`config.mk`:
```
export PLATFORM = sky130hd
export DESIGN_NAME = ram_cmd_arbiter
export DESIGN_NICKNAME = d
export VERILOG_FILES = /design/src/rtl/ram_arb_pkg.sv /design/src/rtl/rr_arb2.sv /design/src/rtl/ram_cmd_arbiter.sv
export SDC_FILE = /design/constraint.sdc
export NUM_CORES = 1
export LEC_CHECK = 0
export CAP_MARGIN = 25
export CORE_ASPECT_RATIO = 0.8
export CORE_MARGIN = 5
export CORE_UTILIZATION = 47
export CTS_CLUSTER_DIAMETER = 120
export DETAILED_ROUTE_END_ITERATION = 12
export PLACE_DENSITY = 0.87
export SLEW_MARGIN = 20
export SYNTH_ARGS = -nofsm -noshare
export SYNTH_HDL_FRONTEND = slang
export SYNTH_HIERARCHICAL = 1
export SYNTH_SLANG_ARGS = --single-unit
```
`constraint.sdc`:
```
create_clock -name clk -period 5.1 [get_ports clk]
set_clock_uncertainty 0.15 [all_clocks]
set_input_delay 1.02 -clock clk [delete_from_list [all_inputs] [get_ports clk]]
set_output_delay 1.02 -clock clk [all_outputs]
set_load 0.05 [all_outputs]
```
`src/rtl/ram_arb_pkg.sv`:
```
// Shared types and RAM command encoding for the two-requester RAM command arbiter.
package ram_arb_pkg;

  typedef enum logic [1:0] {
    StIdle,
    StAddr,
    StData,
    StWaitRd
  } state_e;

  localparam logic [1:0] OP_WR_ADDR = 2'b00;
  localparam logic [1:0] OP_WR_DATA = 2'b01;
  localparam logic [1:0] OP_RD_ADDR = 2'b10;
  localparam logic [1:0] OP_RD_DATA = 2'b11;

  function automatic logic [9:0] ram_cmd(logic [1:0] op, logic [7:0] payload);
    return {op, payload};
  endfunction

endpackage

```
`src/rtl/rr_arb2.sv`:
```
// Two-way round-robin arbiter; the last-grant register advances only when upd_i is set.
module rr_arb2 (
  input  logic       clk_i,
  input  logic       rst_i,
  input  logic [1:0] req_i,
  input  logic       upd_i,
  output logic [1:0] gnt_o
);

  logic last_q, last_d;

  always_comb begin
    gnt_o = 2'b00;
    case (req_i)
      2'b01:   gnt_o = 2'b01;
      2'b10:   gnt_o = 2'b10;
      2'b11:   gnt_o = last_q ? 2'b01 : 2'b10;
      default: gnt_o = 2'b00;
    endcase
  end

  always_comb begin
    last_d = last_q;
    if (upd_i) last_d = gnt_o[1];
  end

  // Reset to 1 so requester 0 wins the first contested round.
  always_ff @(posedge clk_i or posedge rst_i) begin
    if (rst_i) last_q <= 1'b1;
    else       last_q <= last_d;
  end

endmodule

```
`src/rtl/ram_cmd_arbiter.sv`:
```
// Arbitrates two requesters onto one RAM command channel, expanding each transaction into
// the two-word command sequence and routing read data (or a timeout error) back to its owner.
module ram_cmd_arbiter
  import ram_arb_pkg::*;
#(
  parameter int unsigned RD_TIMEOUT = 8,
  parameter int unsigned TMO_W      = 4
) (
  input  logic        clk,
  input  logic        rst,
  input  logic [1:0]  req_valid,
  output logic [1:0]  req_ready,
  input  logic [1:0]  req_wr,
  input  logic [15:0] req_addr,
  input  logic [15:0] req_wdata,
  output logic [1:0]  rsp_valid,
  output logic [7:0]  rsp_rdata,
  output logic        rsp_err,
  output logic        busy,
  output logic        ram_rx_valid,
  output logic [9:0]  ram_din,
  input  logic [7:0]  ram_dout,
  input  logic        ram_tx_valid
);

  state_e state_q, state_d;

  logic             owner_q, owner_d;
  logic             wr_q, wr_d;
  logic [7:0]       addr_q, addr_d;
  logic [7:0]       wdata_q, wdata_d;
  logic [TMO_W-1:0] tmo_q, tmo_d;

  logic       ram_rx_valid_q, ram_rx_valid_d;
  logic [9:0] ram_din_q, ram_din_d;
  logic [1:0] rsp_valid_q, rsp_valid_d;
  logic [7:0] rsp_rdata_q, rsp_rdata_d;
  logic       rsp_err_q, rsp_err_d;

  logic [1:0] grant;
  logic       accept;
  logic       owner_in;
  logic       wr_in;
  logic [7:0] addr_in;
  logic [7:0] wdata_in;
  logic       tmo_done;

  rr_arb2 u_rr_arb2 (
    .clk_i (clk),
    .rst_i (rst),
    .req_i (req_valid),
    .upd_i (accept),
    .gnt_o (grant)
  );

  assign accept   = (state_q == StIdle) && (grant != 2'b00);
  assign owner_in = grant[1];
  assign wr_in    = req_wr[owner_in];
  assign addr_in  = owner_in ? req_addr[15:8] : req_addr[7:0];
  assign wdata_in = owner_in ? req_wdata[15:8] : req_wdata[7:0];
  assign tmo_done = (tmo_q == TMO_W'(RD_TIMEOUT - 1));

  always_ff @(posedge clk or posedge rst) begin
    if (rst) state_q <= StIdle;
    else     state_q <= state_d;
  end

  always_comb begin
    state_d = state_q;
    case (state_q)
      StIdle:   if (accept) state_d = StAddr;
      StAddr:   state_d = StData;
      StData:   state_d = wr_q ? StIdle : StWaitRd;
      StWaitRd: if (ram_tx_valid || tmo_done) state_d = StIdle;
      default:  state_d = StIdle;
    endcase
  end

  always_comb begin
    owner_d = owner_q;
    wr_d    = wr_q;
    addr_d  = addr_q;
    wdata_d = wdata_q;
    if (accept) begin
      owner_d = owner_in;
      wr_d    = wr_in;
      addr_d  = addr_in;
      wdata_d = wdata_in;
    end
    tmo_d = (state_q == StWaitRd) ? tmo_q + TMO_W'(1) : '0;
  end

  // Output next-state is computed one state ahead so the RAM sees commands in cycles 1 and 2.
  always_comb begin
    req_ready      = (state_q == StIdle) ? grant : 2'b00;
    ram_rx_valid_d = 1'b0;
    ram_din_d      = ram_din_q;
    rsp_valid_d    = 2'b00;
    rsp_rdata_d    = rsp_rdata_q;
    rsp_err_d      = 1'b0;
    case (state_q)
      StIdle: begin
        if (accept) begin
          ram_rx_valid_d = 1'b1;
          ram_din_d      = ram_cmd(wr_in ? OP_WR_ADDR : OP_RD_ADDR, addr_in);
        end
      end
      StAddr: begin
        ram_rx_valid_d = 1'b1;
        ram_din_d      = wr_q ? ram_cmd(OP_WR_DATA, wdata_q) : ram_cmd(OP_RD_DATA, 8'h00);
      end
      StWaitRd: begin
        if (ram_tx_valid) begin
          rsp_valid_d = owner_q ? 2'b10 : 2'b01;
          rsp_rdata_d = ram_dout;
        end else if (tmo_done) begin
          rsp_valid_d = owner_q ? 2'b10 : 2'b01;
          rsp_rdata_d = 8'h00;
          rsp_err_d   = 1'b1;
        end
      end
      default: ;
    endcase
  end

  always_ff @(posedge clk or posedge rst) begin
    if (rst) begin
      owner_q        <= 1'b0;
      wr_q           <= 1'b0;
      addr_q         <= 8'h00;
      wdata_q        <= 8'h00;
      tmo_q          <= '0;
      ram_rx_valid_q <= 1'b0;
      ram_din_q      <= 10'h000;
      rsp_valid_q    <= 2'b00;
      rsp_rdata_q    <= 8'h00;
      rsp_err_q      <= 1'b0;
    end else begin
      owner_q        <= owner_d;
      wr_q           <= wr_d;
      addr_q         <= addr_d;
      wdata_q        <= wdata_d;
      tmo_q          <= tmo_d;
      ram_rx_valid_q <= ram_rx_valid_d;
      ram_din_q      <= ram_din_d;
      rsp_valid_q    <= rsp_valid_d;
      rsp_rdata_q    <= rsp_rdata_d;
      rsp_err_q      <= rsp_err_d;
    end
  end

  assign busy         = (state_q != StIdle);
  assign ram_rx_valid = ram_rx_valid_q;
  assign ram_din      = ram_din_q;
  assign rsp_valid    = rsp_valid_q;
  assign rsp_rdata    = rsp_rdata_q;
  assign rsp_err      = rsp_err_q;

endmodule

```
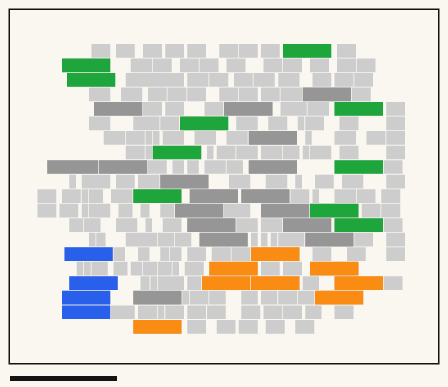
Figure 1: run 1, register map, names as in the netlist.
Scale bar: 20 µm. Other sequential cells in the stronger grey, the rest of the logic in the fainter grey.
Key: `ram_din` = green [sequential cells 10]; `tmo_q` = blue [sequential cells 4, where lower left]; `rsp_rdata` = orange [sequential cells 8]

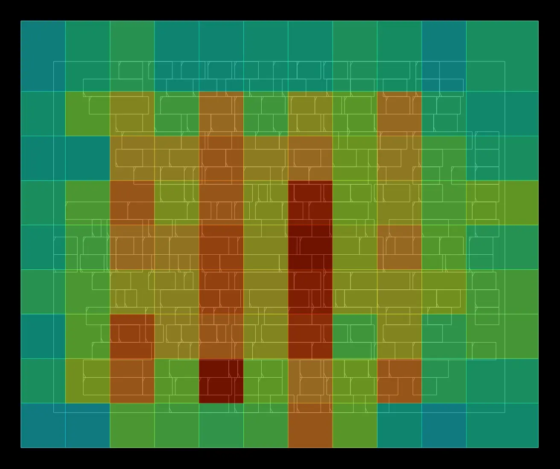
Figure 2: run 1, track usage over the die.
met3 track demand over resource: 4.63%
Wirelength per Cell: 16.9 µm
fraction of met2 tracks used by global routing: 32.4%
final core area utilization: 71.4%
routing layer with the top usage in global route: met2

==> flow_summary.rst, run 1 <==
Metrics
=======

.. list-table::
   :header-rows: 1

   * - Metric
     - Value
   * - Outcome
     - finished clean
   * - Post-DP HPWL
     - 3.55 mm
   * - Max stage delay cell, worst path
     - sky130_fd_sc_hd__clkdlybuf4s50_1
   * - Type of the worst setup path
     - in2out
   * - Slew at the pin closest to its max-slew limit
     - roughly 0.9 ns
   * - Initial antenna violation count
     - 0
   * - Net count after synthesis
     - 193
   * - Placement-stage worst setup slack
     - 0.937 ns
   * - Latest clock arrival within the worst-skew pair
     - 0.29 ns
   * - Post-synthesis register bit count
     - 39
   * - Logic depth of the worst path, buffers included
     - 4
   * - Via count normalized by instance count
     - 5.11
   * - Maximum VDD drop
     - 286 µV
   * - Dominant flop cell
     - sky130_fd_sc_hd__dfrtp_1
   * - Worst hold path class
     - reg2reg
   * - Layout overhead on the synthesized area
     - 46.7%
   * - Number of H-tree branching levels
     - 2
   * - TritonCTS buffer count
     - 5
   * - Routability cong.
     - 0.773
   * - Total power density per cell area
     - 630 mW/mm²
   * - Width of the die
     - 80.2 µm
   * - Vertical die dimension
     - 66.1 µm
   * - Met1 global-route usage
     - 21.6%
   * - Post-CTS clock slew at the launch and capture registers of the worst setup and hold paths
     - ~0.080 ns
   * - Clock net sink count
     - 39
   * - Worst path max stage delay
     - 0.82 ns
   * - Most common cell type on the critical path
     - sky130_fd_sc_hd__clkdlybuf4s50_1
   * - Number of warning messages in the logs
     - 26
   * - Total buffers and inverters traversed by the critical path
     - 2
   * - Area share of the largest cell type after synthesis
     - ~51%
   * - Synth cell types
     - 36
   * - PostCTS Resize Cnt
     - 0
   * - Rows
     - 20
   * - Logic area
     - 805 µm²
   * - Crit path DRT
     - 3.93 ns
   * - Clock tree from TritonCTS
     - done
   * - Root buffer selected by CTS
     - sky130_fd_sc_hd__clkbuf_8
   * - Number of buffers on the longest clock path
     - 2
   * - Critical Path Sink Type
     - output port
   * - Setup violations, final
     - 0
   * - Max_cap viols
     - 0
   * - Final cycle utilization of the critical path
     - 81.5%
   * - Syn. warnings
     - 6
   * - Final count of pins violating max slew
     - 0
   * - Number of port buffers
     - slightly above 70
   * - Count leader, synth
     - sky130_fd_sc_hd__dfrtp_1
   * - Worst Setup EP
     - req_ready[0]
   * - Sequential-to-total area share from yosys stat
     - 52.8%
   * - Fin nets
     - 266
   * - Residual antenna-violating net count after detailed routing
     - 0
   * - Capture instance of the worst register-to-register path
     - wdata_q[3]
   * - # Post-CTS Setup Buffers
     - 0
   * - Top achievable clock speed
     - 0.241 GHz
   * - Number of standard cells in the layout, taps in and fillers out
     - 274
   * - Share of flip-flops with an asynchronous set or reset
     - 100%
   * - Core region area
     - ~0.0038 mm²
   * - Count of TritonRoute iterations in the first routing pass
     - 4
   * - I/O pin total
     - 72
   * - Fill cell total of the finished layout
     - 275
   * - Synth top area cells
     - sky130_fd_sc_hd__dfrtp_1, sky130_fd_sc_hd__mux2_2, sky130_fd_sc_hd__mux2i_1, sky130_fd_sc_hd__a22o_1, sky130_fd_sc_hd__nand2_1
   * - Category of the worst setup path launch point
     - input pin
   * - Total chip power
     - 0.00171 W
   * - Drt initial violations
     - 55
   * - Source of the worst register-to-register timing path
     - u_rr_arb2/last_q
   * - Syn Std Cell Area
     - 0.00185 mm²
   * - GRT overflow
     - 0
   * - Wire length reported by the detailed router
     - 4.64 mm
   * - Share of cells above drive strength 1
     - 20.5%
   * - Critical path, cell by cell
     - clkdlybuf4s50_1 -> a21boi_0 -> and2_1 -> clkdlybuf4s50_1
   * - Number of instances in the synthesized netlist
     - 145
   * - DRC errors left
     - 0
   * - Via count
     - 1401
   * - Worst slew margin relative to its limit
     - 38.8%
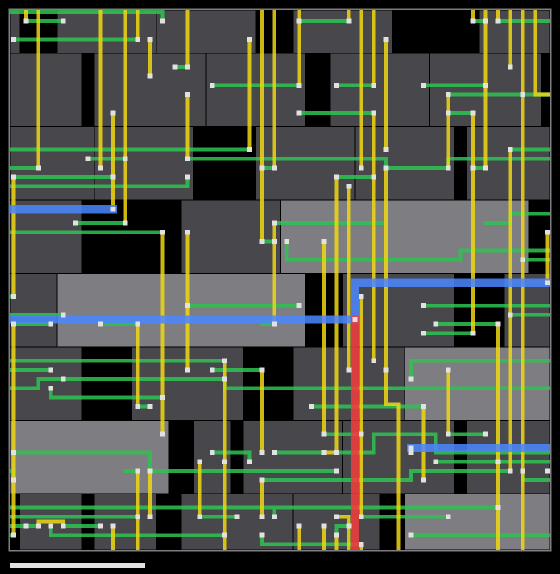
Figure 3: run 1, layout detail.
Scale bar: 5 µm. Region (30, 36) to (50, 56) µm. Cells in grey, sequential cells in the stronger grey; small squares are vias.
Key: M1 = green; M4 = red; M2 = yellow; M3 = blue
Most frequent: clkdlybuf4s50_1 (11), mux2_2 (9), dfrtp_1 (5). 32 logic cells have their middle in the window. Netlist names of flops here include `wdata_q` (3), `ram_din` (2). Sequential cells in the window: 5.

-- run 1: per-layer routing --
| layer | routed length, µm | part of all wire [%] |
|---|---|---|
| met1 | 1870 | 40 |
| met2 | 2500 | 54 |
| met3 | 175 | 3.8 |
| met4 | 100 | 2.2 |
| met5 | 0 | 0 |
-- run 1: power by group --
group          internal, W  switching (W)  leakage (nW)
Combinational     0.000378       0.000520         0.672
Clock             0.000146       0.000112        0.0581
Sequential        0.000449       0.000105         0.480
-- run 1: how the worst min path moves through the flow --
| stage | from | endpoint | slack [ns] | depth (start not counted) |
|---|---|---|---|---|
| detailed placement | owner_q | rsp_valid[0] | 0.27 | 1 |
| finish | owner_q | rsp_valid[0] | 0.28 | 1 |
| global route | owner_q | rsp_valid[0] | 0.29 | 1 |
| floorplan | owner_q | rsp_valid[0] | 0.25 | 1 |
| CTS | owner_q | rsp_valid[0] | 0.28 | 1 |
| global placement | owner_q | rsp_valid[0] | 0.27 | 1 |
-- run 1: placed cells by master, fill, tap and decap left out, types with 2 or more instances in the layout --
master	count
sky130_fd_sc_hd__dfrtp_1	38
sky130_fd_sc_hd__nor2_1	7
sky130_fd_sc_hd__and2_1	2
sky130_fd_sc_hd__inv_1	6
sky130_fd_sc_hd__clkdlybuf4s50_1	71
sky130_fd_sc_hd__a22o_1	8
sky130_fd_sc_hd__mux2_2	27
sky130_fd_sc_hd__mux2i_1	17
sky130_fd_sc_hd__buf_4	2
sky130_fd_sc_hd__nand2_1	9
sky130_fd_sc_hd__clkbuf_8	5
-- run 1: cell families (layout without fill, tap and decap cells) --
group                    after synthesis  count (layout)  synth area share, %
AND-OR/OR-AND                         16              16                 7.64
buffers and inverters                 14              88                 3.99
XOR/XNOR                               2               2                0.947
AND/OR/NAND/NOR                       28              28                 7.51
adder cells (fa/ha/maj)                1               1                0.676
flip-flops                            39              39                 52.8
multiplexers                          45              45                 26.4
-- run 1: worst reg2reg max path: cells and delay by family (launching register included) --
| family | cells | cell delay [ns] |
|---|---|---|
| compound gates | 1 | 0.39 |
| buf+inv | 1 | 0.04 |
| flops | 1 | 0.55 |
| mux | 1 | 0.42 |
| simple gates | 2 | 0.80 |
-- run 1: cell type report --
cell class,instances,share of cell area (%)
clock buffer,5,2.53
clock inverter,3,1.61
inverter,7,0.968
multi-input combinational,92,29.6
sequential,39,36.0
tap,55,2.53
timing repair buffer,73,26.7
-- run 1: metrics by stage --
step                      cell area (µm²)  hold slack, ns
after CTS                            2720           0.279
after global routing                 2720           0.295
final                                2720           0.276
after detailed placement             2600           0.269
after global placement               2600           0.267
after floorplan                      1850           0.253
-- run 1: registers in the layout, summed over array words and instances, names as in the netlist, 2 cells and up --
| signal | flops |
|---|---|
| ram_din | 10 |
| rsp_valid | 2 |
| rsp_rdata | 8 |
| state_q | 2 |
| wdata_q | 8 |
| tmo_q | 4 |
Figure 4. Metal layers overlaid (run 1).
Scale bar: 20 µm.
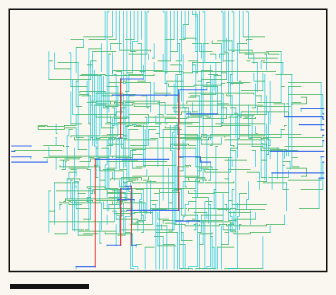

==> run 2, diff against run 1 <==
Settings changed: CORE_UTILIZATION 47 to 43, PLACE_DENSITY 0.87 to 0.81.
Clock period 5.1 ns to 4 ns, I/O delays scaled along.
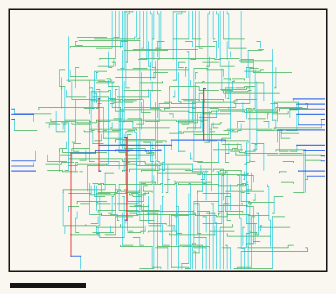
Figure 5: run 2, metal layers overlaid.
Scale bar: 20 µm.
Key: M2 = cyan [wire length 1990 µm]; M3 = blue [wire length 165 µm]; M4 = red [wire length 81.6 µm]; M1 = green [wire length 1920 µm]

==> run 2 against run 1 <==
First-iteration DRC count shrank 47%. Cell area increased by 0.83%. Sequential share of layout area fell by 0.30 points. Utilization is 5.9 points lower. Via count is 4.5% lower. Non-clock buffer count increased by 1. Register-to-register slack got worse by 0.74 ns. Critical endpoint unchanged. Largest cell class unchanged.
==> flow_summary.rst, run 2 <==
Metrics
=======

.. list-table::
   :header-rows: 1

   * - Metric
     - Value
   * - Slew at the pin closest to its max-slew limit
     - between 0.6 and 0.7 ns
   * - Area share of the largest cell type after synthesis
     - 51.4%
   * - Root buffer selected by CTS
     - sky130_fd_sc_hd__clkbuf_8
   * - Drt initial violations
     - 29
   * - Worst path max stage delay
     - between 0.4 and 0.5 ns
   * - GRT overflow
     - 0
   * - Number of port buffers
     - 71
   * - Vertical die dimension
     - a little under 70 µm
   * - Hold Crit Start
     - owner_q
   * - Layout overhead on the synthesized area
     - 47.9%
   * - DRC errors left
     - 0
   * - Top cells excl fill/tap
     - sky130_fd_sc_hd__clkdlybuf4s50_1, sky130_fd_sc_hd__dfrtp_1, sky130_fd_sc_hd__mux2_2, sky130_fd_sc_hd__mux2i_1, sky130_fd_sc_hd__nand2_1
   * - Wire length reported by the detailed router
     - 4.16 mm
   * - Placement-stage worst setup slack
     - 0.855 ns
   * - Residual antenna-violating net count after detailed routing
     - 0
   * - Sequential-to-total area share from yosys stat
     - 52.8%
   * - Wirelength per Cell
     - between 15 and 20 µm
   * - Maximum VDD drop
     - 398 µV
   * - Synth top area cells
     - sky130_fd_sc_hd__dfrtp_1, sky130_fd_sc_hd__mux2_2, sky130_fd_sc_hd__mux2i_1, sky130_fd_sc_hd__a22o_1, sky130_fd_sc_hd__nand2_1
   * - Total power density per cell area
     - around 800 mW/mm²
   * - Fin nets
     - 267
   * - Share of flip-flops with an asynchronous set or reset
     - 100%
   * - Number of instances in the synthesized netlist
     - 145
   * - Count leader, synth
     - sky130_fd_sc_hd__dfrtp_1
   * - Final cycle utilization of the critical path
     - 78.4%
   * - Width of the die
     - 83.3 µm
   * - Count of TritonRoute iterations in the first routing pass
     - 4
   * - Outcome
     - finished clean
   * - Category of the worst setup path launch point
     - input pin
   * - Post-CTS clock slew at the launch and capture registers of the worst setup and hold paths
     - 0.07 ns
   * - Routability cong.
     - between 0.7 and 0.8
   * - Critical Path Sink Type
     - output port
   * - Share of cells above drive strength 1
     - 21.8%
   * - I/O pin total
     - around 70
   * - Depth of the worst hold-timing path
     - 1
   * - Max_cap viols
     - 0
   * - Clock net sink count
     - 39
   * - Max stage delay cell, worst path
     - sky130_fd_sc_hd__clkdlybuf4s50_1
-- run 2: logic make-up after synthesis --
family	after synthesis	share of synthesized area [%]
flops	39	52.8
xor+xnor	2	0.947
fa+ha+maj	1	0.676
mux	45	26.4
buf+inv	14	3.99
simple gates	28	7.51
compound gates	16	7.64
-- run 2: per-layer routing --
layer	global-route usage, %	wire length (µm)	vias up
li1	-	-	654
met5	0	0	-
met4	6.33	81	0
met2	23.4	1990	29
met1	17.3	1920	646
met3	3.56	164	9
-- run 2: worst max-delay path by stage --
stage / endpoint / slack, ns / depth (start not counted)
after floorplan: req_ready[1] / 1.31 / 4
after global placement: req_ready[0] / 0.87 / 4
after detailed placement: req_ready[0] / 0.85 / 4
after CTS: req_ready[0] / 0.86 / 4
after global routing: req_ready[0] / 0.77 / 4
final: req_ready[0] / 0.87 / 4
-- run 2: final cells by class --
type / count / share of cell area (%)
Tap cell: 57 / 2.61
Multi-Input combinational cell: 92 / 29.4
Clock buffer: 6 / 3.02
Sequential cell: 39 / 35.7
Timing Repair Buffer: 74 / 27.1
Clock inverter: 2 / 1.28
Inverter: 7 / 0.960
-- run 2: power breakdown --
part,internal (W),switching [W],leakage [nW],total (W)
logic,0.000490,0.000658,0.683,0.00115
registers,0.000572,0.000122,0.480,0.000695
clock network,0.000202,0.000134,0.0612,0.000335
-- run 2: metrics by stage --
step                hold slack, ns  util (%)  instance area [µm²]  total power [W]
finish                       0.278      65.5                 2740          0.00218
global route                 0.328      65.5                 2740          0.00228
CTS                          0.277      65.5                 2740          0.00220
detailed placement           0.265      62.7                 2620          0.00186
global placement             0.259      62.7                 2620          0.00183
floorplan                    0.253         -                 1850          0.00149
Figure 6. Track usage over the die (run 2).
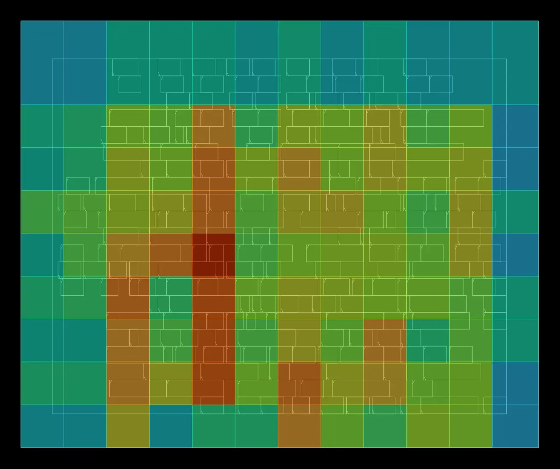

==> run 3, diff against run 2 <==
Clock period 4 ns to 2.97 ns, I/O delays scaled along.
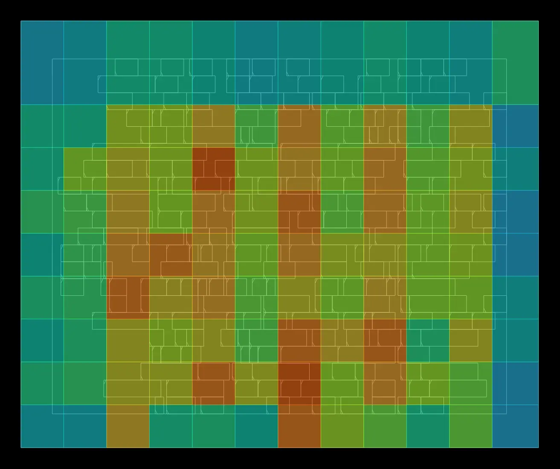
Figure 7: run 3, track usage over the die.
met3 track demand over resource: 4.75%
fraction of met2 tracks used by global routing: 26.5%
GRT Total Usage: 15.6%
met1 global-route usage: 19.3%

==> run 3 against run 2 <==
Non-clock buffer count up 2. Via count up 0.82%. Sequential cell count unchanged. Register-to-register slack worse by 0.87 ns. Sequential power up 35%. Routed wire length up 3.9%. Synthesized area unchanged. First-iteration DRC count up 110%. Largest power group unchanged. Highest routed layer unchanged.
==> flow_summary.rst, run 3 <==
Metrics
=======

.. list-table::
   :header-rows: 1

   * - Metric
     - Value
   * - DRC errors left
     - 0
   * - Latest clock arrival within the worst-skew pair
     - 0.29 ns
   * - Total power density per cell area
     - 1050 mW/mm²
   * - Sequential-to-total area share from yosys stat
     - 52.8%
   * - Design internal power
     - 0.00166 W
   * - Initial antenna violation count
     - 0
   * - Layout overhead on the synthesized area
     - 48.5%
   * - Post-CTS clock slew at the launch and capture registers of the worst setup and hold paths
     - about 0.070 ns
   * - List of most frequent post-synthesis cells
     - sky130_fd_sc_hd__dfrtp_1, sky130_fd_sc_hd__mux2_2, sky130_fd_sc_hd__mux2i_1, sky130_fd_sc_hd__nand2_1, sky130_fd_sc_hd__a22o_1
   * - Wire length reported by the detailed router
     - approximately 4.3 mm
   * - Total chip power
     - 0.00289 W
   * - Capture instance of the worst register-to-register path
     - ram_din[6]
   * - Slew at the pin closest to its max-slew limit
     - between 0.6 and 0.7 ns
   * - Source of the worst register-to-register timing path
     - u_rr_arb2/last_q
   * - Vertical die dimension
     - 68.7 µm
   * - Fin nets
     - 269
   * - Antenna diode instance count
     - 0
   * - Final core area utilization
     - between 60 and 70%
   * - Syn. warnings
     - 6
   * - Count leader, synth
     - sky130_fd_sc_hd__dfrtp_1
   * - Routability cong.
     - 0.756
   * - Clock net sink count
     - 39
   * - Net count after synthesis
     - 193
   * - Number of instances in the synthesized netlist
     - 145
   * - TritonCTS buffer count
     - 5
   * - Crit path DRT
     - 2.23 ns
   * - Critical Path Sink Type
     - output port
   * - Width of the die
     - 83.3 µm
   * - Category of the worst setup path launch point
     - register
   * - Type of the worst setup path
     - reg2out
   * - Post-DP HPWL
     - between 3 and 4 mm
   * - Worst slew margin relative to its limit
     - ~59%
   * - Net load switching power
     - 0.00123 W
   * - Root buffer selected by CTS
     - sky130_fd_sc_hd__clkbuf_8
   * - Clock share of power
     - 13.3%
   * - PostCTS Resize Cnt
     - 0
   * - Post-synthesis register bit count
     - 39
   * - Final cycle utilization of the critical path
     - a little under nine tenths
   * - Share of flip-flops with an asynchronous set or reset
     - 100%
   * - Dominant flop cell
     - sky130_fd_sc_hd__dfrtp_1
   * - Final count of pins violating max slew
     - 0
   * - Maximum VDD drop
     - 581 µV
   * - Worst hold path class
     - reg2reg
   * - Number of warning messages in the logs
     - 26
   * - Combinational power share
     - 54.1%
   * - Share of total power consumed by net switching
     - 42.5%
   * - Flip-flops with a built-in enable
     - 0
   * - Wirelength per Cell
     - 15.5 µm
   * - Top achievable clock speed
     - 0.393 GHz
   * - Placement-stage worst setup slack
     - 0.440 ns
   * - Share of cells above drive strength 1
     - between 20% and 30%
   * - Crit Path Max Fanout
     - 8
   * - Max_cap viols
     - 0
   * - Syn Std Cell Area
     - 0.00185 mm²
   * - Via count normalized by instance count
     - 4.84
   * - Outcome
     - finished clean
   * - Count of TritonRoute iterations in the first routing pass
     - 4
   * - Final critical path time including I/O delays and setup
     - 2.55 ns
   * - Avg Cell Area, Syn
     - between 10 and 15 µm²
   * - Worst Setup EP
     - busy
   * - Fill cell total of the finished layout
     - 332
   * - Setup violations, final
     - 0
   * - Core region area
     - 0.00418 mm²
   * - Number of H-tree branching levels
     - 2
   * - Sequential cell fraction of total power
     - 32.6%
   * - Flip-flop count of the largest register, all copies and words added
     - 10
   * - # Post-CTS Setup Buffers
     - 0
   * - Reg2reg setup slack
     - 1.04 ns
   * - Rows
     - 21
   * - Via count
     - ~1.3k
   * - I/O pin total
     - 72
   * - Top cells excl fill/tap
     - sky130_fd_sc_hd__clkdlybuf4s50_1, sky130_fd_sc_hd__dfrtp_1, sky130_fd_sc_hd__mux2_2, sky130_fd_sc_hd__mux2i_1, sky130_fd_sc_hd__nand2_1
   * - Number of port buffers
     - around 71
   * - Area share of the largest cell type after synthesis
     - 51.4%
   * - Clock tree from TritonCTS
     - done
   * - Synth top area cells
     - sky130_fd_sc_hd__dfrtp_1, sky130_fd_sc_hd__mux2_2, sky130_fd_sc_hd__mux2i_1, sky130_fd_sc_hd__a22o_1, sky130_fd_sc_hd__nand2_1
   * - Sum of negative setup slack
     - 0 ns
   * - Drt initial violations
     - 60
   * - Most numerous logic cell after layout
     - sky130_fd_sc_hd__clkdlybuf4s50_1
   * - Residual antenna-violating net count after detailed routing
     - 0
   * - Post-route worst hold slack
     - 0.280 ns
   * - Number of buffers on the longest clock path
     - 2
   * - Synth cell types
     - 36
   * - GRT overflow
     - 0
   * - Unrepaired setup endpoints after global routing
     - false
## run 3: cell counts after synthesis
No cell type changed its count.
## run 3: cells by family (layout without fill, tap and decap cells)
family / Yosys count / after routing / share of synthesized area (%)
flops: 39 / 39 / 52.8
simple gates: 28 / 28 / 7.51
fa+ha+maj: 1 / 1 / 0.676
mux: 45 / 45 / 26.4
buf+inv: 14 / 91 / 3.99
xor+xnor: 2 / 2 / 0.947
compound gates: 16 / 16 / 7.64
## run 3: how the worst min path moves through the flow
stage | startpoint | to | slack, ns | cells after the start
after detailed placement | owner_q | rsp_valid[0] | 0.27 | 1
after floorplan | owner_q | rsp_valid[0] | 0.25 | 1
after CTS | owner_q | rsp_valid[0] | 0.28 | 1
after global placement | owner_q | rsp_valid[0] | 0.26 | 1
after global routing | owner_q | rsp_valid[0] | 0.30 | 1
final | owner_q | rsp_valid[0] | 0.28 | 1
## run 3: final cells by class
type                       instances  area (µm²)  area share (%)
sequential                        39         977            35.6
multi-input combinational         92         805            29.3
timing repair buffer              76         768            28.0
clock buffer                       8         100            3.64
tap                               57        71.3            2.60
inverter                           7        26.3           0.956
## run 3: per-layer routing
| layer | share of wire (%) | up-vias | global-route usage, % | routed length [µm] |
|---|---|---|---|---|
| li1 | - | 653 | - | - |
| met5 | 0 | - | 0 | 0 |
| met4 | 1.3 | 0 | 5.51 | 57 |
| met2 | 51 | 29 | 26.5 | 2210 |
| met3 | 5.1 | 7 | 4.75 | 219 |
| met1 | 42 | 660 | 19.3 | 1840 |
## run 3: power groups by stage
stage	registers [W]	logic, W	clock network [W]
after detailed placement	0.000954	0.00157	0
final	0.000941	0.00156	0.000384
after CTS	0.000946	0.00158	0.000397
after floorplan	0.00135	0.000664	0
after global routing	0.000977	0.00165	0.000424
after global placement	0.000942	0.00156	0
## run 3: metrics by stage
| stage | cells | instance area, µm² |
|---|---|---|
| floorplan | 145 | 1850 |
| global placement | 271 | 2650 |
| detailed placement | 271 | 2650 |
| CTS | 279 | 2750 |
| global route | 279 | 2750 |
| finish | 279 | 2750 |
## run 3: critical path, cell delays in order (launching register included)
cell                              delay [ns]
sky130_fd_sc_hd__dfrtp_1                0.52
sky130_fd_sc_hd__nor2_1                 0.12
sky130_fd_sc_hd__inv_1                  0.07
sky130_fd_sc_hd__clkdlybuf4s50_1        0.80
Power figures rest on the tool's default switching activity, not on a simulated workload.
